Selected gate families:
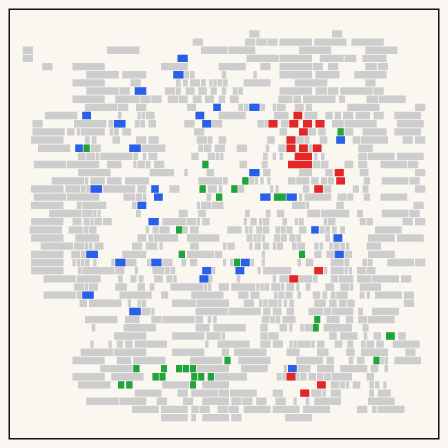
Routing congestion map:
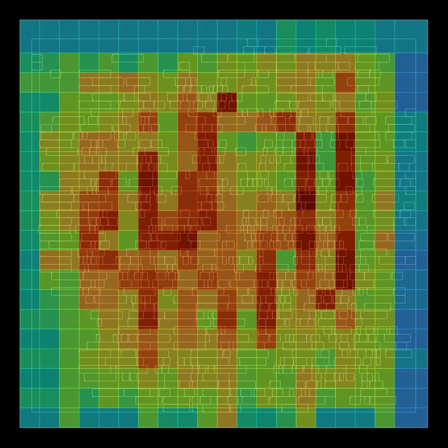
Wiring by layer:
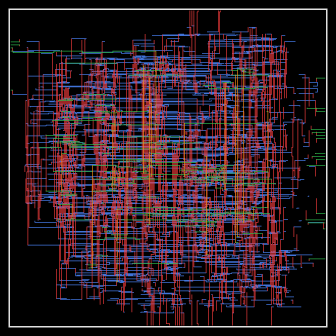
<file path="config.mk">
export PLATFORM = sky130hd
export DESIGN_NAME = conv_window_feeder_flat
export DESIGN_NICKNAME = d
export VERILOG_FILES = /design/src/rtl/conv_window_feeder_pkg.sv /design/src/rtl/conv_window_feeder_if.sv /design/src/rtl/conv_img_buffer.sv /design/src/rtl/conv_window_feeder.sv /design/src/flat_wrapper.sv
export SDC_FILE = /design/constraint.sdc
export NUM_CORES = 1
export LEC_CHECK = 0
export CORE_MARGIN = 4
export CORE_UTILIZATION = 42
export CTS_BUF_LIST = sky130_fd_sc_hd__clkbuf_4 sky130_fd_sc_hd__clkbuf_8
export DETAILED_ROUTE_END_ITERATION = 6
export PLACE_DENSITY = 0.6
export SYNTH_ARGS = -nofsm -noshare
export SYNTH_HDL_FRONTEND = slang
export SYNTH_SLANG_ARGS = --single-unit
</file>
<file path="constraint.sdc">
create_clock -name clk -period 4.1 [get_ports clk]
set_input_delay 0.82 -clock clk [delete_from_list [all_inputs] [get_ports clk]]
set_output_delay 0.82 -clock clk [all_outputs]
set_load 0.005 [all_outputs]
</file>
<file path="src/rtl/conv_window_feeder_pkg.sv">
// Shared types and constants for the 2x2 convolution window feeder.
// FEEDER_STRIDE2_EN selects a window step of 2 in both axes (default step 1).
package conv_window_feeder_pkg;

  localparam int PIX_W        = 4;
  localparam int CONV_LATENCY = 4;
  localparam int FLUSH_CYCLES = 3;

`ifdef FEEDER_STRIDE2_EN
  localparam int STRIDE = 2;
`else
  localparam int STRIDE = 1;
`endif

  typedef enum logic [2:0] {
    ST_IDLE,
    ST_LOAD,
    ST_FEED,
    ST_FLUSH,
    ST_DONE
  } state_e;

  // Origin of the last 2x2 window along an axis of the given length.
  function automatic int last_origin(input int dim);
    return ((dim - 2) / STRIDE) * STRIDE;
  endfunction

endpackage

</file>
<file path="src/rtl/conv_window_feeder_if.sv">
// Load-stream and convolution-pipeline signals of the window feeder.
// master = host/pipeline side, slave = the feeder itself.
interface conv_window_feeder_if;
  import conv_window_feeder_pkg::*;

  logic             start;
  logic             pix_valid;
  logic [PIX_W-1:0] pix_data;
  logic             busy;
  logic             in_valid;
  logic             ofm_valid;
  logic             done;
  logic [PIX_W-1:0] In_IFM_1, In_IFM_2, In_IFM_3, In_IFM_4;
  logic [PIX_W-1:0] In_Weight_1, In_Weight_2, In_Weight_3, In_Weight_4;

  modport master (
    output start, pix_valid, pix_data,
    input  busy, in_valid, ofm_valid, done,
    input  In_IFM_1, In_IFM_2, In_IFM_3, In_IFM_4,
    input  In_Weight_1, In_Weight_2, In_Weight_3, In_Weight_4
  );

  modport slave (
    input  start, pix_valid, pix_data,
    output busy, in_valid, ofm_valid, done,
    output In_IFM_1, In_IFM_2, In_IFM_3, In_IFM_4,
    output In_Weight_1, In_Weight_2, In_Weight_3, In_Weight_4
  );

endinterface

</file>
<file path="src/rtl/conv_img_buffer.sv">
// Weight + image store: one write port fed by the load stream, four combinational
// window read ports addressed by window origin, plus the four stored weights.
module conv_img_buffer
  import conv_window_feeder_pkg::*;
#(
  parameter int IMG_W = 4,
  parameter int IMG_H = 4,
  localparam int TOTAL = 4 + IMG_W * IMG_H,
  localparam int AW    = $clog2(TOTAL),
  localparam int RW    = $clog2(IMG_H),
  localparam int CW    = $clog2(IMG_W)
) (
  input  logic                  clk,
  input  logic                  wr_en_i,
  input  logic [AW-1:0]         wr_addr_i,
  input  logic [PIX_W-1:0]      wr_data_i,
  input  logic [RW-1:0]         row_i,
  input  logic [CW-1:0]         col_i,
  output logic [3:0][PIX_W-1:0] win_o,
  output logic [3:0][PIX_W-1:0] weight_o
);

  logic [PIX_W-1:0] mem_q [TOTAL];
  logic [AW-1:0]    base;

  always_ff @(posedge clk) begin
    if (wr_en_i) begin
      mem_q[wr_addr_i] <= wr_data_i;
    end
  end

  // Weights occupy slots 0..3; pixel (r,c) lives at 4 + r*IMG_W + c.
  assign base = AW'(4 + int'(row_i) * IMG_W + int'(col_i));

  generate
    for (genvar gi = 0; gi < 4; gi++) begin : g_port
      localparam int OFS = (gi / 2) * IMG_W + (gi % 2);
      logic [AW-1:0] addr;
      assign addr = base + AW'(OFS);
      // Forward the nibble being written so a 2x2 image can start feeding at once.
      assign win_o[gi]    = (wr_en_i && (wr_addr_i == addr)) ? wr_data_i : mem_q[addr];
      assign weight_o[gi] = mem_q[gi];
    end
  endgenerate

endmodule

</file>
<file path="src/rtl/conv_window_feeder.sv">
// Loads 4 weights and an IMG_W x IMG_H image, then streams 2x2 windows and flush cycles
// into a 4-stage convolution pipeline. Define FEEDER_STRIDE2_EN for stride-2 windows.
module conv_window_feeder
  import conv_window_feeder_pkg::*;
#(
  parameter int IMG_W = 4,
  parameter int IMG_H = 4
) (
  input logic                 clk,
  input logic                 rst_n,
  conv_window_feeder_if.slave bus
);

  localparam int TOTAL    = 4 + IMG_W * IMG_H;
  localparam int AW       = $clog2(TOTAL);
  localparam int RW       = $clog2(IMG_H);
  localparam int CW       = $clog2(IMG_W);
  localparam int FW       = $clog2(FLUSH_CYCLES);
  localparam int ROW_LAST = last_origin(IMG_H);
  localparam int COL_LAST = last_origin(IMG_W);

  state_e                  state_q, state_d;
  logic [AW-1:0]           load_cnt_q, load_cnt_d;
  logic [RW-1:0]           row_q, row_d;
  logic [CW-1:0]           col_q, col_d;
  logic [FW-1:0]           flush_cnt_q, flush_cnt_d;
  logic [CONV_LATENCY-1:0] tag_q;
  logic                    busy_q, busy_d;
  logic                    in_valid_q, in_valid_d;
  logic                    done_q, done_d;
  logic [3:0][PIX_W-1:0]   ifm_q, ifm_d;
  logic [3:0][PIX_W-1:0]   weight_q, weight_d;
  logic [3:0][PIX_W-1:0]   win_pix, weights;
  logic                    wr_en;

  assign wr_en = (state_q == ST_LOAD) && bus.pix_valid;

  // Read ports follow the next window so the registered outputs line up with the state.
  conv_img_buffer #(
    .IMG_W (IMG_W),
    .IMG_H (IMG_H)
  ) u_buf (
    .clk       (clk),
    .wr_en_i   (wr_en),
    .wr_addr_i (load_cnt_q),
    .wr_data_i (bus.pix_data),
    .row_i     (row_d),
    .col_i     (col_d),
    .win_o     (win_pix),
    .weight_o  (weights)
  );

  always_ff @(posedge clk or negedge rst_n) begin
    if (!rst_n) begin
      state_q     <= ST_IDLE;
      load_cnt_q  <= '0;
      row_q       <= '0;
      col_q       <= '0;
      flush_cnt_q <= '0;
      tag_q       <= '0;
      busy_q      <= 1'b0;
      in_valid_q  <= 1'b0;
      done_q      <= 1'b0;
      ifm_q       <= '0;
      weight_q    <= '0;
    end else begin
      state_q     <= state_d;
      load_cnt_q  <= load_cnt_d;
      row_q       <= row_d;
      col_q       <= col_d;
      flush_cnt_q <= flush_cnt_d;
      tag_q       <= {tag_q[CONV_LATENCY-2:0], state_q == ST_FEED};
      busy_q      <= busy_d;
      in_valid_q  <= in_valid_d;
      done_q      <= done_d;
      ifm_q       <= ifm_d;
      weight_q    <= weight_d;
    end
  end

  always_comb begin
    state_d     = state_q;
    load_cnt_d  = load_cnt_q;
    row_d       = row_q;
    col_d       = col_q;
    flush_cnt_d = flush_cnt_q;
    case (state_q)
      ST_IDLE: begin
        if (bus.start) begin
          state_d    = ST_LOAD;
          load_cnt_d = '0;
        end
      end
      ST_LOAD: begin
        if (bus.pix_valid) begin
          load_cnt_d = load_cnt_q + 1'b1;
          if (load_cnt_q == AW'(TOTAL - 1)) begin
            state_d = ST_FEED;
            row_d   = '0;
            col_d   = '0;
          end
        end
      end
      ST_FEED: begin
        if (col_q == CW'(COL_LAST)) begin
          col_d = '0;
          if (row_q == RW'(ROW_LAST)) begin
            state_d     = ST_FLUSH;
            flush_cnt_d = '0;
          end else begin
            row_d = row_q + RW'(STRIDE);
          end
        end else begin
          col_d = col_q + CW'(STRIDE);
        end
      end
      ST_FLUSH: begin
        flush_cnt_d = flush_cnt_q + 1'b1;
        if (flush_cnt_q == FW'(FLUSH_CYCLES - 1)) begin
          state_d = ST_DONE;
        end
      end
      ST_DONE: state_d = ST_IDLE;
      default: state_d = ST_IDLE;
    endcase
  end

  always_comb begin
    busy_d     = (state_d != ST_IDLE);
    in_valid_d = (state_d == ST_FEED) || (state_d == ST_FLUSH);
    done_d     = (state_d == ST_DONE);
    ifm_d      = '0;
    weight_d   = '0;
    if (state_d == ST_FEED) begin
      ifm_d = win_pix;
    end
    if (in_valid_d) begin
      weight_d = weights;
    end
  end

  assign bus.busy        = busy_q;
  assign bus.in_valid    = in_valid_q;
  assign bus.ofm_valid   = tag_q[CONV_LATENCY-1];
  assign bus.done        = done_q;
  assign bus.In_IFM_1    = ifm_q[0];
  assign bus.In_IFM_2    = ifm_q[1];
  assign bus.In_IFM_3    = ifm_q[2];
  assign bus.In_IFM_4    = ifm_q[3];
  assign bus.In_Weight_1 = weight_q[0];
  assign bus.In_Weight_2 = weight_q[1];
  assign bus.In_Weight_3 = weight_q[2];
  assign bus.In_Weight_4 = weight_q[3];

endmodule

</file>
<file path="src/flat_wrapper.sv">
// flat-port wrapper written by rule: the top's interface ports become plain ports
module conv_window_feeder_flat import conv_window_feeder_pkg::*;
#(
  parameter int IMG_W = 4,
  parameter int IMG_H = 4
)
  (clk, rst_n, bus_start, bus_pix_valid, bus_pix_data, bus_busy, bus_in_valid, bus_ofm_valid, bus_done, bus_In_IFM_1, bus_In_IFM_2, bus_In_IFM_3, bus_In_IFM_4, bus_In_Weight_1, bus_In_Weight_2, bus_In_Weight_3, bus_In_Weight_4);
  conv_window_feeder_if bus_i ();
  input logic clk;
  input logic rst_n;
  input wire logic [$bits(bus_i.start)-1:0] bus_start;
  input wire logic [$bits(bus_i.pix_valid)-1:0] bus_pix_valid;
  input wire logic [$bits(bus_i.pix_data)-1:0] bus_pix_data;
  output wire logic [$bits(bus_i.busy)-1:0] bus_busy;
  output wire logic [$bits(bus_i.in_valid)-1:0] bus_in_valid;
  output wire logic [$bits(bus_i.ofm_valid)-1:0] bus_ofm_valid;
  output wire logic [$bits(bus_i.done)-1:0] bus_done;
  output wire logic [$bits(bus_i.In_IFM_1)-1:0] bus_In_IFM_1;
  output wire logic [$bits(bus_i.In_IFM_2)-1:0] bus_In_IFM_2;
  output wire logic [$bits(bus_i.In_IFM_3)-1:0] bus_In_IFM_3;
  output wire logic [$bits(bus_i.In_IFM_4)-1:0] bus_In_IFM_4;
  output wire logic [$bits(bus_i.In_Weight_1)-1:0] bus_In_Weight_1;
  output wire logic [$bits(bus_i.In_Weight_2)-1:0] bus_In_Weight_2;
  output wire logic [$bits(bus_i.In_Weight_3)-1:0] bus_In_Weight_3;
  output wire logic [$bits(bus_i.In_Weight_4)-1:0] bus_In_Weight_4;
  assign bus_i.start = bus_start;
  assign bus_i.pix_valid = bus_pix_valid;
  assign bus_i.pix_data = bus_pix_data;
  assign bus_busy = bus_i.busy;
  assign bus_in_valid = bus_i.in_valid;
  assign bus_ofm_valid = bus_i.ofm_valid;
  assign bus_done = bus_i.done;
  assign bus_In_IFM_1 = bus_i.In_IFM_1;
  assign bus_In_IFM_2 = bus_i.In_IFM_2;
  assign bus_In_IFM_3 = bus_i.In_IFM_3;
  assign bus_In_IFM_4 = bus_i.In_IFM_4;
  assign bus_In_Weight_1 = bus_i.In_Weight_1;
  assign bus_In_Weight_2 = bus_i.In_Weight_2;
  assign bus_In_Weight_3 = bus_i.In_Weight_3;
  assign bus_In_Weight_4 = bus_i.In_Weight_4;
  conv_window_feeder #(.IMG_W(IMG_W), .IMG_H(IMG_H)) u_core (.clk(clk), .rst_n(rst_n), .bus(bus_i));
endmodule
</file>
==> results.py <==
# Flow results
metrics = {
    "detailed_routing": {
        "drt_iter0_drc": 593,
        "routed_via_density": 6.16,
        "drt_pass1_iterations": 6,
        "met1_length_mm": 10.3,
        "num_vias": 6010,
        "drc": 0,
        "dr_wl_met3_mm": 1.45,
        "wl_met2_mm": 11.1,
        "totalWireLength_mm": 23.6,
    },
    "setup_path": {
        "cp_data_arrival_time_ns": 4.09,
        "cp.required_ns": 4.47,
        "crit_top_cell": "buf_4",
        "reg2reg_from": "u_core.state_q[2]",
        "crit_buf_inv": 5,
        "cpPeakStageDelay_ns": 0.47,
        "crit_chain": "clkdlybuf4s50_1 > nor4bb_2 > buf_4 > a31oi_2 > a21oi_1 > inv_1 > ha_1 > buf_4 > xor2_1 > nor4_2 > buf_4 > nand4b_1 > o21ai_0 > o21ba_1",
        "r2r_cells": 13,
        "critical_path.endpoint": "u_core.bus.In_IFM_4[0]",
        "cp_max_fo": 17,
        "cpMaxStageDelayCell": "clkdlybuf4s50_1",
        "reg2reg_to": "u_core.bus.In_IFM_4[0]",
        "r2r_slack_ns": 0.56,
        "cp-end-kind": "register",
    },
    "grt": {
        "grt_max_degree": 54,
        "grt_overflow_total": 0,
        "grt_pass1_vias": 6085,
        "track_usage_pct": 23.9,
        "grt.busiest_layer": "met2",
        "grt_first_pass_wirelength_mm": 36.3,
    },
    "sta": {
        "maxSlewViolCount": 0,
        "finalClockPeriodUsage_pct": 90.8,
        "fin_tns_setup_ns": 0,
        "fmax_ghz": 0.269,
        "setup_viol": 0,
        "period_needed_ns": 3.72,
    },
    "synthesis": {
        "yosysWarnings": 0,
        "fp_nets": 686,
        "synth-main-ff-cell": "edfxtp_1",
        "ys_seq_share_pct": 49.0,
        "yosys_cells": 667,
        "synth.avg_cell_area_um2": 11.4,
        "synth_cell_types": 76,
        "yosys.area.top_type": "edfxtp_1",
        "ys.flops": 133,
        "synthesis.area_um2": 7610,
        "top_area_share_pct": 31.6,
    },
    "power_and_ir_drop": {
        "irDropWorstVdd_mv": 0.466,
        "total_power_mw": 6.12,
    },
    "cells_and_area": {
        "clk_share_pct": 4.11,
        "clock_buffer_count": 19,
        "layout.cells.most_common": "edfxtp_1",
        "fillers": 1559,
        "seqCellArea_um2": 3730,
        "area_delta_synth_final_pct": 16.8,
        "n_antenna_cell": 0,
        "sh_seq_area_pct": 42.0,
        "nNonClkBuffers": 95,
        "comb_area_um2": 3590,
        "finalNonFillerCells": 975,
        "inv_count": 20,
        "top_area_cell_class": "registers",
        "signal_buffer_area_fraction_pct": 9.32,
        "logic_gates": 470,
        "top_register": "u_core.u_buf.mem_q",
        "reg_top3": "u_core.u_buf.mem_q x80, u_core.load_cnt_q x5",
        "drive_gt1_share_pct": 18.5,
        "flops": 133,
    },
    "placed_design": {
        "io_buffers": 43,
        "place_congestion": 0.933,
        "dp_hpwl_mm": 17.1,
    },
    "clock_network": {
        "clkLatencyLatePin_ns": 0.47,
        "cts_tree": "yes",
        "ctsLongestPathBuffers": 2,
        "h-tree-depth": 4,
        "numCtsBuffers": 17,
    },
    "run_status": {
        "status": "completed",
    },
    "floorplan": {
        "ios": 44,
        "die_y_um": 143,
        "die_area_um2": 20300,
        "core-area_um2": 17500,
        "taps": 225,
        "fp_util_pct": 43.4,
        "num_rows": 48,
    },
    "hold_path": {
        "hold_path_depth": 0,
        "worst_hold_path_type": "register to register",
    },
    "job": {
        "warning_count": 32,
        "maxCapViolCount": 0,
    },
}
Notes on 'selected gate families' above:
| family | color | cells |
|---|---|---|
| and/or cells | green | 30 |
| non-inverting ao/oa cells | blue | 33 |
| xor and xnor cells | red | 20 |

Notes on 'routing congestion map' above:
Global Route met1 Usage: 32.2%
DR WL/cell: 24.2 um
met2 Use GR: 37.4%

Notes on 'wiring by layer' above:
| layer | color | wire length |
|---|---|---|
| M3 | green | 1450 um |
| M1 | blue | 10300 um |
| M2 | red | 11100 um |
| M4 | orange | 784 um |

[kinds of logic (layout without fill, tap and decap cells)]
family | Yosys count | in the layout | synth area share, %
AND/OR/NAND/NOR | 206 | 206 | 14.2
AND-OR/OR-AND | 163 | 163 | 16.1
flip-flops | 133 | 133 | 49.0
multiplexers | 70 | 70 | 12.5
buffers and inverters | 64 | 147 | 3.85
XOR/XNOR | 20 | 20 | 2.58
adder cells (fa/ha/maj) | 11 | 11 | 1.81
[per-stage QoR]
step	setup WS, ns	instance area (um2)
2_1_floorplan	0.159	7610
3_3_place_gp	-0.0860	8520
3_5_place_dp	-0.0560	8520
4_1_cts	0.442	8880
5_1_grt	0.157	8880
6_report	0.379	8880
[report_power, final]
part,switching (mW),internal [mW],total (mW)
Clock,0.586,0.459,1.04
Sequential,0.165,1.59,1.76
Combinational,1.90,1.41,3.31
Total,2.65,3.46,6.12
[synthesized netlist by cell type, types with 3 or more instances]
cell        n
a211o_1     9
a211oi_1   14
a21oi_1    18
a221o_1     3
a221oi_1    4
a22o_1      4
a22oi_1     3
a2bb2oi_1   4
a31oi_1    10
a41oi_1     3
and2_1     14
and3_1      5
buf_1       5
buf_2      10
buf_6       3
clkbuf_1   24
dfrtp_1    53
edfxtp_1   80
ha_1       11
inv_1      17
mux2_2     10
mux2i_1    41
mux4_2     19
nand2_1    51
nand2b_1    8
nand3_1     8
nand3b_1    4
nand4_1     3
nor2_1     52
nor2b_1     6
nor3_1     25
nor4_1      6
nor4bb_1    4
o2111ai_1   4
o21a_1      3
o21ai_0    33
o21ba_1     3
o21bai_1    3
o221a_2     7
o221ai_1   16
o22ai_1     8
or3_1       7
xnor2_1    11
xor2_1      7
